$ cat src/rtl/ysyx_2022040010_sram_axi_bridge_pkg.sv
// rtl/ysyx_2022040010_sram_axi_bridge_pkg.sv - shared constants, FSM state encoding and size-mask helper
// Contents: SEL_* size one-hots, AXI_OKAY response code, state_e FSM states, size_mask()
package ysyx_2022040010_sram_axi_bridge_pkg;

  localparam logic [3:0] SEL_B    = 4'b0001;
  localparam logic [3:0] SEL_H    = 4'b0010;
  localparam logic [3:0] SEL_W    = 4'b0100;
  localparam logic [3:0] SEL_D    = 4'b1000;
  localparam logic [1:0] AXI_OKAY = 2'b00;
  localparam int         RESP_W   = 2;

  typedef enum logic [2:0] {
    S_IDLE = 3'd0,
    S_D_AR = 3'd1,
    S_D_R  = 3'd2,
    S_D_AW = 3'd3,
    S_D_B  = 3'd4,
    S_I_AR = 3'd5,
    S_I_R  = 3'd6,
    S_DONE = 3'd7
  } state_e;

  // Byte mask for the access size; the highest set bit wins so a malformed
  // sel still produces a defined size. No bits set -> no bytes written.
  function automatic logic [7:0] size_mask(input logic [3:0] sel);
    if ((sel & SEL_D) != 4'b0)      return 8'hFF;
    else if ((sel & SEL_W) != 4'b0) return 8'h0F;
    else if ((sel & SEL_H) != 4'b0) return 8'h03;
    else if ((sel & SEL_B) != 4'b0) return 8'h01;
    else                            return 8'h00;
  endfunction

endpackage

$ cat src/rtl/ysyx_2022040010_sram_axi_bridge_if.sv
// rtl/ysyx_2022040010_sram_axi_bridge_if.sv - AXI4-Lite channel bundle with master/slave views
// Signals: AW (awaddr/awvalid/awready), W (wdata/wstrb/wvalid/wready), B (bresp/bvalid/bready),
//          AR (araddr/arvalid/arready), R (rdata/rresp/rvalid/rready)
interface ysyx_2022040010_sram_axi_bridge_if
  import ysyx_2022040010_sram_axi_bridge_pkg::*;
#(
  parameter int ADDR_W = 64,
  parameter int DATA_W = 64
);
  logic [ADDR_W-1:0]   awaddr;
  logic                awvalid;
  logic                awready;
  logic [DATA_W-1:0]   wdata;
  logic [DATA_W/8-1:0] wstrb;
  logic                wvalid;
  logic                wready;
  logic [RESP_W-1:0]   bresp;
  logic                bvalid;
  logic                bready;
  logic [ADDR_W-1:0]   araddr;
  logic                arvalid;
  logic                arready;
  logic [DATA_W-1:0]   rdata;
  logic [RESP_W-1:0]   rresp;
  logic                rvalid;
  logic                rready;

  modport master (
    output awaddr, awvalid, wdata, wstrb, wvalid, bready, araddr, arvalid, rready,
    input  awready, wready, bresp, bvalid, arready, rdata, rresp, rvalid
  );

  modport slave (
    input  awaddr, awvalid, wdata, wstrb, wvalid, bready, araddr, arvalid, rready,
    output awready, wready, bresp, bvalid, arready, rdata, rresp, rvalid
  );
endinterface

$ cat src/rtl/ysyx_2022040010_sram_axi_bridge_lsu_align.sv
// rtl/ysyx_2022040010_sram_axi_bridge_lsu_align.sv - combinational byte-lane alignment for the bridge
// Ports: off_i (byte offset), sel_i (size), wdata_i/rdata_i (raw data), ihi_i (fetch addr[2])
//        -> wstrb_o, wdata_o (lane-shifted store), rdata_o (right-justified load), inst_o
module ysyx_2022040010_lsu_align
  import ysyx_2022040010_sram_axi_bridge_pkg::*;
(
  input  logic [2:0]  off_i,
  input  logic [3:0]  sel_i,
  input  logic [63:0] wdata_i,
  input  logic [63:0] rdata_i,
  input  logic        ihi_i,
  output logic [7:0]  wstrb_o,
  output logic [63:0] wdata_o,
  output logic [63:0] rdata_o,
  output logic [31:0] inst_o
);
  logic [5:0] shamt;

  assign shamt   = {off_i, 3'b000};
  // 8-bit result: strobe bits shifted past lane 7 are dropped, accesses are never split
  assign wstrb_o = size_mask(sel_i) << off_i;
  assign wdata_o = wdata_i << shamt;
  assign rdata_o = rdata_i >> shamt;
  assign inst_o  = ihi_i ? rdata_i[63:32] : rdata_i[31:0];
endmodule

$ cat src/rtl/ysyx_2022040010_sram_axi_bridge.sv
// rtl/ysyx_2022040010_sram_axi_bridge.sv - serialises core fetch and load/store SRAM ports onto one AXI4-Lite master
// Ports: clk, rst (async, active-high); isram_e/addr/rdata (fetch); dsram_e/we/addr/wdata/sel/rdata (data);
//        cpu_stall (hold core), bus_err (error-response pulse); m (AXI4-Lite master)
module ysyx_2022040010_sram_axi_bridge
  import ysyx_2022040010_sram_axi_bridge_pkg::*;
#(
  parameter int ADDR_W = 64,
  parameter int DATA_W = 64
)(
  input  logic              clk,
  input  logic              rst,
  input  logic              isram_e,
  input  logic [ADDR_W-1:0] isram_addr,
  output logic [31:0]       isram_rdata,
  input  logic              dsram_e,
  input  logic              dsram_we,
  input  logic [ADDR_W-1:0] dsram_addr,
  input  logic [DATA_W-1:0] dsram_wdata,
  input  logic [3:0]        dsram_sel,
  output logic [DATA_W-1:0] dsram_rdata,
  output logic              cpu_stall,
  output logic              bus_err,
  ysyx_2022040010_sram_axi_bridge_if.master m
);
  localparam logic [ADDR_W-1:0] ALIGN_MASK = {{(ADDR_W-3){1'b1}}, 3'b000};

  state_e            state_q, state_d;
  logic [ADDR_W-1:0] daddr_q, daddr_d;
  logic [ADDR_W-1:0] iaddr_q, iaddr_d;
  logic [DATA_W-1:0] wdata_q, wdata_d;
  logic [3:0]        sel_q, sel_d;
  logic              ie_q, ie_d;
  logic              aw_done_q, aw_done_d;
  logic              w_done_q, w_done_d;
  logic [DATA_W-1:0] drdata_q, drdata_d;
  logic [31:0]       irdata_q, irdata_d;

  logic              arvalid, awvalid, wvalid, bready, rready;
  logic [ADDR_W-1:0] araddr;
  logic              aw_fin, w_fin;

  logic [7:0]        al_wstrb;
  logic [63:0]       al_wdata, al_rdata;
  logic [31:0]       al_inst;

  ysyx_2022040010_lsu_align u_align (
    .off_i   (daddr_q[2:0]),
    .sel_i   (sel_q),
    .wdata_i (wdata_q),
    .rdata_i (m.rdata),
    .ihi_i   (iaddr_q[2]),
    .wstrb_o (al_wstrb),
    .wdata_o (al_wdata),
    .rdata_o (al_rdata),
    .inst_o  (al_inst)
  );

  always_ff @(posedge clk or posedge rst) begin
    if (rst) begin
      state_q   <= S_IDLE;
      daddr_q   <= '0;
      iaddr_q   <= '0;
      wdata_q   <= '0;
      sel_q     <= '0;
      ie_q      <= 1'b0;
      aw_done_q <= 1'b0;
      w_done_q  <= 1'b0;
      drdata_q  <= '0;
      irdata_q  <= '0;
    end else begin
      state_q   <= state_d;
      daddr_q   <= daddr_d;
      iaddr_q   <= iaddr_d;
      wdata_q   <= wdata_d;
      sel_q     <= sel_d;
      ie_q      <= ie_d;
      aw_done_q <= aw_done_d;
      w_done_q  <= w_done_d;
      drdata_q  <= drdata_d;
      irdata_q  <= irdata_d;
    end
  end

  always_comb begin
    state_d   = state_q;
    daddr_d   = daddr_q;
    iaddr_d   = iaddr_q;
    wdata_d   = wdata_q;
    sel_d     = sel_q;
    ie_d      = ie_q;
    aw_done_d = aw_done_q;
    w_done_d  = w_done_q;
    drdata_d  = drdata_q;
    irdata_d  = irdata_q;
    arvalid   = 1'b0;
    araddr    = daddr_q & ALIGN_MASK;
    awvalid   = 1'b0;
    wvalid    = 1'b0;
    bready    = 1'b0;
    rready    = 1'b0;
    bus_err   = 1'b0;
    aw_fin    = 1'b0;
    w_fin     = 1'b0;

    unique case (state_q)
      S_IDLE: begin
        if (dsram_e | isram_e) begin
          daddr_d = dsram_addr;
          iaddr_d = isram_addr;
          wdata_d = dsram_wdata;
          sel_d   = dsram_sel;
          ie_d    = isram_e;
          // data side always goes first; the fetch follows from ie_q
          if (dsram_e) state_d = dsram_we ? S_D_AW : S_D_AR;
          else         state_d = S_I_AR;
        end
      end
      S_D_AR: begin
        arvalid = 1'b1;
        if (m.arready) state_d = S_D_R;
      end
      S_D_R: begin
        rready = 1'b1;
        if (m.rvalid) begin
          drdata_d = al_rdata;
          bus_err  = (m.rresp != AXI_OKAY);
          state_d  = ie_q ? S_I_AR : S_DONE;
        end
      end
      S_D_AW: begin
        // AW and W start together but complete independently
        awvalid = ~aw_done_q;
        wvalid  = ~w_done_q;
        aw_fin  = aw_done_q | m.awready;
        w_fin   = w_done_q | m.wready;
        if (aw_fin & w_fin) begin
          aw_done_d = 1'b0;
          w_done_d  = 1'b0;
          state_d   = S_D_B;
        end else begin
          aw_done_d = aw_fin;
          w_done_d  = w_fin;
        end
      end
      S_D_B: begin
        bready = 1'b1;
        if (m.bvalid) begin
          bus_err = (m.bresp != AXI_OKAY);
          state_d = ie_q ? S_I_AR : S_DONE;
        end
      end
      S_I_AR: begin
        arvalid = 1'b1;
        araddr  = iaddr_q & ALIGN_MASK;
        if (m.arready) state_d = S_I_R;
      end
      S_I_R: begin
        rready = 1'b1;
        if (m.rvalid) begin
          irdata_d = al_inst;
          bus_err  = (m.rresp != AXI_OKAY);
          state_d  = S_DONE;
        end
      end
      S_DONE: state_d = S_IDLE;
      default: state_d = S_IDLE;
    endcase
  end

  assign m.awaddr  = daddr_q & ALIGN_MASK;
  assign m.awvalid = awvalid;
  assign m.wdata   = al_wdata;
  assign m.wstrb   = al_wstrb;
  assign m.wvalid  = wvalid;
  assign m.bready  = bready;
  assign m.araddr  = araddr;
  assign m.arvalid = arvalid;
  assign m.rready  = rready;

  assign isram_rdata = irdata_q;
  assign dsram_rdata = drdata_q;
  // combinational so the core sees the stall in the same cycle it raises a request
  assign cpu_stall   = (isram_e | dsram_e) & (state_q != S_DONE);
endmodule

$ cat src/flat_wrapper.sv
// flat-port wrapper written by rule: the top's interface ports become plain ports
module ysyx_2022040010_sram_axi_bridge_flat import ysyx_2022040010_sram_axi_bridge_pkg::*;
#(
  parameter int ADDR_W = 64,
  parameter int DATA_W = 64
)
  (clk, rst, isram_e, isram_addr, isram_rdata, dsram_e, dsram_we, dsram_addr, dsram_wdata, dsram_sel, dsram_rdata, cpu_stall, bus_err, m_awaddr, m_awvalid, m_wdata, m_wstrb, m_wvalid, m_bready, m_araddr, m_arvalid, m_rready, m_awready, m_wready, m_bresp, m_bvalid, m_arready, m_rdata, m_rresp, m_rvalid);
  ysyx_2022040010_sram_axi_bridge_if #(.ADDR_W(ADDR_W), .DATA_W(DATA_W)) m_i ();
  input  logic clk;
  input  logic rst;
  input  logic isram_e;
  input  logic [ADDR_W-1:0] isram_addr;
  output logic [31:0] isram_rdata;
  input  logic dsram_e;
  input  logic dsram_we;
  input  logic [ADDR_W-1:0] dsram_addr;
  input  logic [DATA_W-1:0] dsram_wdata;
  input  logic [3:0] dsram_sel;
  output logic [DATA_W-1:0] dsram_rdata;
  output logic cpu_stall;
  output logic bus_err;
  output wire logic [$bits(m_i.awaddr)-1:0] m_awaddr;
  output wire logic [$bits(m_i.awvalid)-1:0] m_awvalid;
  output wire logic [$bits(m_i.wdata)-1:0] m_wdata;
  output wire logic [$bits(m_i.wstrb)-1:0] m_wstrb;
  output wire logic [$bits(m_i.wvalid)-1:0] m_wvalid;
  output wire logic [$bits(m_i.bready)-1:0] m_bready;
  output wire logic [$bits(m_i.araddr)-1:0] m_araddr;
  output wire logic [$bits(m_i.arvalid)-1:0] m_arvalid;
  output wire logic [$bits(m_i.rready)-1:0] m_rready;
  input wire logic [$bits(m_i.awready)-1:0] m_awready;
  input wire logic [$bits(m_i.wready)-1:0] m_wready;
  input wire logic [$bits(m_i.bresp)-1:0] m_bresp;
  input wire logic [$bits(m_i.bvalid)-1:0] m_bvalid;
  input wire logic [$bits(m_i.arready)-1:0] m_arready;
  input wire logic [$bits(m_i.rdata)-1:0] m_rdata;
  input wire logic [$bits(m_i.rresp)-1:0] m_rresp;
  input wire logic [$bits(m_i.rvalid)-1:0] m_rvalid;
  assign m_awaddr = m_i.awaddr;
  assign m_awvalid = m_i.awvalid;
  assign m_wdata = m_i.wdata;
  assign m_wstrb = m_i.wstrb;
  assign m_wvalid = m_i.wvalid;
  assign m_bready = m_i.bready;
  assign m_araddr = m_i.araddr;
  assign m_arvalid = m_i.arvalid;
  assign m_rready = m_i.rready;
  assign m_i.awready = m_awready;
  assign m_i.wready = m_wready;
  assign m_i.bresp = m_bresp;
  assign m_i.bvalid = m_bvalid;
  assign m_i.arready = m_arready;
  assign m_i.rdata = m_rdata;
  assign m_i.rresp = m_rresp;
  assign m_i.rvalid = m_rvalid;
  ysyx_2022040010_sram_axi_bridge #(.ADDR_W(ADDR_W), .DATA_W(DATA_W)) u_core (.clk(clk), .rst(rst), .isram_e(isram_e), .isram_addr(isram_addr), .isram_rdata(isram_rdata), .dsram_e(dsram_e), .dsram_we(dsram_we), .dsram_addr(dsram_addr), .dsram_wdata(dsram_wdata), .dsram_sel(dsram_sel), .dsram_rdata(dsram_rdata), .cpu_stall(cpu_stall), .bus_err(bus_err), .m(m_i));
endmodule
$ cat config.mk
export PLATFORM = sky130hd
export DESIGN_NAME = ysyx_2022040010_sram_axi_bridge_flat
export DESIGN_NICKNAME = d
export VERILOG_FILES = /design/src/rtl/ysyx_2022040010_sram_axi_bridge_pkg.sv /design/src/rtl/ysyx_2022040010_sram_axi_bridge_if.sv /design/src/rtl/ysyx_2022040010_sram_axi_bridge_lsu_align.sv /design/src/rtl/ysyx_2022040010_sram_axi_bridge.sv /design/src/flat_wrapper.sv
export SDC_FILE = /design/constraint.sdc
export NUM_CORES = 1
export LEC_CHECK = 0
export ABC_AREA = 1
export CORE_AREA = 2 2 221 223
export DETAILED_ROUTE_END_ITERATION = 10
export DIE_AREA = 0 0 223 225
export GPL_TIMING_DRIVEN = 1
export SETUP_SLACK_MARGIN = 0.3
export SLEW_MARGIN = 40
export SYNTH_ARGS = -nofsm -noshare
export SYNTH_HDL_FRONTEND = slang
export SYNTH_SLANG_ARGS = --single-unit
$ cat constraint.sdc
create_clock -name clk -period 14.2 [get_ports clk]
set_clock_uncertainty 0.2 [all_clocks]
set_input_delay 2.13 -clock clk [delete_from_list [all_inputs] [get_ports clk]]
set_output_delay 2.13 -clock clk [all_outputs]
set_load 0.02 [all_outputs]
Routing congestion:
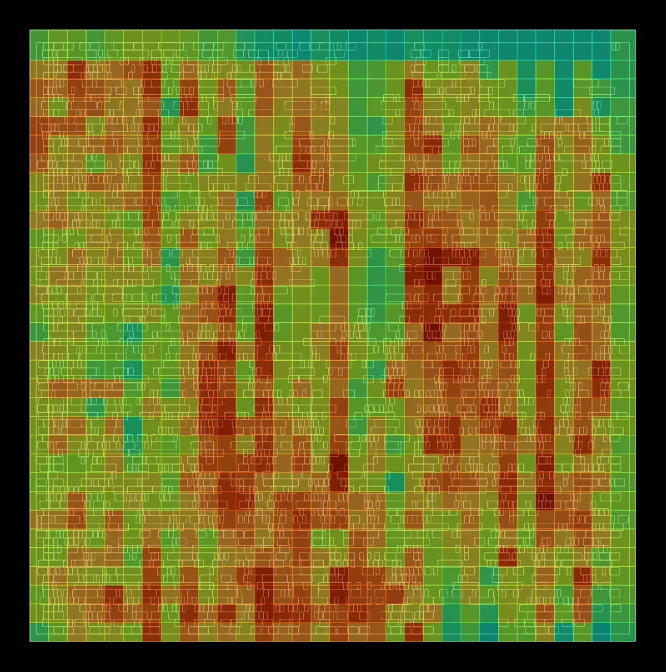
met2 Resource Use GR: 50.4%
met3 Resource Use GR: 7.44%
fin util: 48.3%

Floorplan with the power grid:
Pins as bars on the die edge. Tap cells in grey.
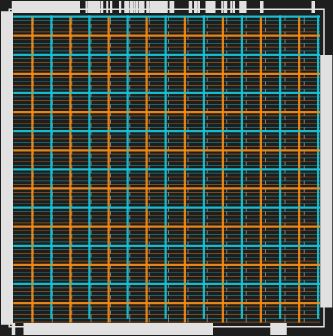
- orange: VSS
- cyan: VDD
- tap cells: 615
- signal pins: 577
- rows: 80

==> flow_summary.json <==
{
  "r2r_end": "u_core.iaddr_q[4]",
  "clock_network_contribution_to_total_cell_area_pct": 5.15,
  "yosys.area_share.simple_pct": 31.4,
  "initCoreUtil_pct": 34.2,
  "grt_max_degree": 137,
  "synth.yosys.num_cells": 2332,
  "taps_inserted": 615,
  "yosys.area_share.aoi_pct": 12.0,
  "synth_seq_share_pct": 45.6,
  "num-clock-buffers": 54,
  "seq_area_share_pct": 32.3,
  "share_clk_of_total_power_pct": 15.4,
  "reg2reg_from": "u_core.state_q[2]",
  "fmax_mhz": 158,
  "highest_count_cells_in_the_layout_ignoring_fill_and_taps": "nand2_1 (1124), clkdlybuf4s50_1 (568), o21ai_0 (306), dfrtp_1 (294), inv_1 (147)",
  "postRouteWirelength_um": 71200,
  "topCombFamilyByArea": "simple AND/OR/NAND/NOR gates",
  "critical_path_cell_count": 7,
  "power_leakage_nw": 10.9,
  "synthDistinctLibCells": 27,
  "slowest_cell_delay_on_critical_path_ns": 0.73,
  "crit_fanout": 80,
  "multi_input_comb_area_um2": 7100,
  "finalHoldViolCount": 0,
  "min_delay_worst_endpoint": "u_core.wdata_q[59]",
  "status": "finished, final reports clean",
  "via_count": 16700,
  "flip_flops_with_a_built_in_enable": 0,
  "ys_sh_xor_pct": 0,
  "floorplan.rows": 80,
  "endpoint": "m_wdata[18]",
  "antennaDiodeCount": 9,
  "synth-area-yosys_um2": 16200,
  "area_delta_synth_final_pct": 41.5,
  "synth.top_cell.area_share_pct": 45.6,
  "timing.critical_path.slowest_stage_cell": "dfrtp_4",
  "design.portCount": 577,
  "path_cells": "inv_2 > buf_4 > nand2_1 > nand2_1 > o21ai_0 > nor2_1 > clkdlybuf4s50_1",
  "ys_sh_mux_pct": 0.0693,
  "antenna_found_initial": 14,
  "max-vdd-ir-drop_mv": 0.135,
  "timing.critical_path.from": "u_core.daddr_q[0]",
  "intPower_mw": 3.18,
  "cp_data_arrival_time_ns": 4.01,
  "post_synth_fa_ha_maj_area_fraction_pct": 0,
  "finalInstanceArea_um2": 23000,
  "core_um2": 47500,
  "netlist.top_cell.by_instances": "nand2_1",
  "tally_of_non_filler_cells_in_the_final_layout": 3398,
  "sequential_cell_total": 296,
  "cts_setup_buffers": 0,
  "tightest_slew_ns": 0.865,
  "gp_routability_congestion": 0.875
}
Routed clock nets over the placement:
Scale bar: 50 um.
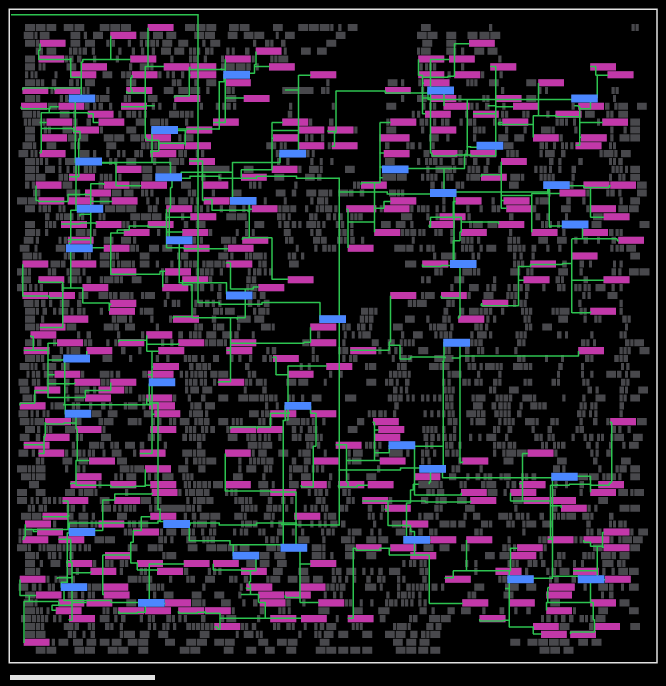
- magenta: flip-flops (count 296)
- green: clock wires (length 4800 um)
- blue: clock drivers (count 37)
- routed clock nets: 38

Placed cells, one colour a class:
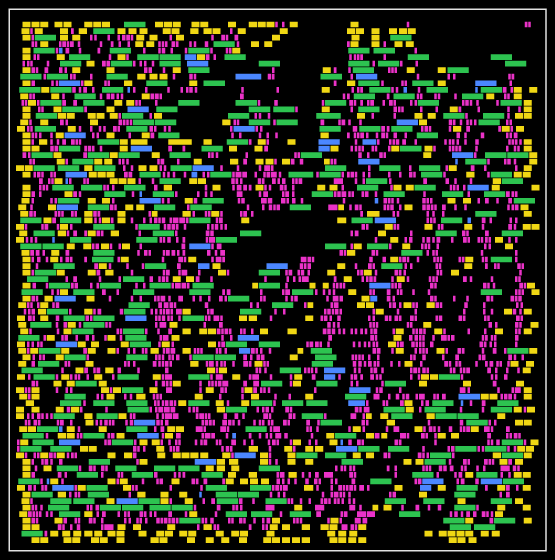
- blue: clock drivers and dummy loads (cells 65; share of their area 5.3%)
- yellow: other buffers and delay cells (cells 588; share of their area 27%)
- magenta: combinational and other logic (cells 1825; share of their area 35%)
- green: flops (cells 296; share of their area 33%)

[layer usage]
layer | wire length, um | vias to the layer above | GRT usage, %
li1 | - | 8049 | -
met1 | 27000 | 7923 | 31.2
met2 | 36500 | 583 | 50.4
met3 | 5080 | 100 | 7.44
met4 | 2650 | 10 | 11.7
met5 | 54 | - | 0
[worst register-to-register path, stage by stage (launching register included)]
cell	delay, ns
dfrtp_1	0.53
inv_2	0.56
nand2_1	0.24
nor2_4	0.16
buf_6	0.57
buf_4	0.82
nand2_1	0.16
o21ai_0	0.11
[power by group through the flow]
stage / logic (mW) / clock network, mW / registers (mW)
floorplan: 2.00 / 0 / 1.56
global placement: 3.62 / 0 / 1.53
detailed placement: 3.64 / 0 / 1.54
CTS: 3.66 / 0.963 / 1.53
global route: 3.93 / 0.999 / 1.58
finish: 3.63 / 0.938 / 1.53
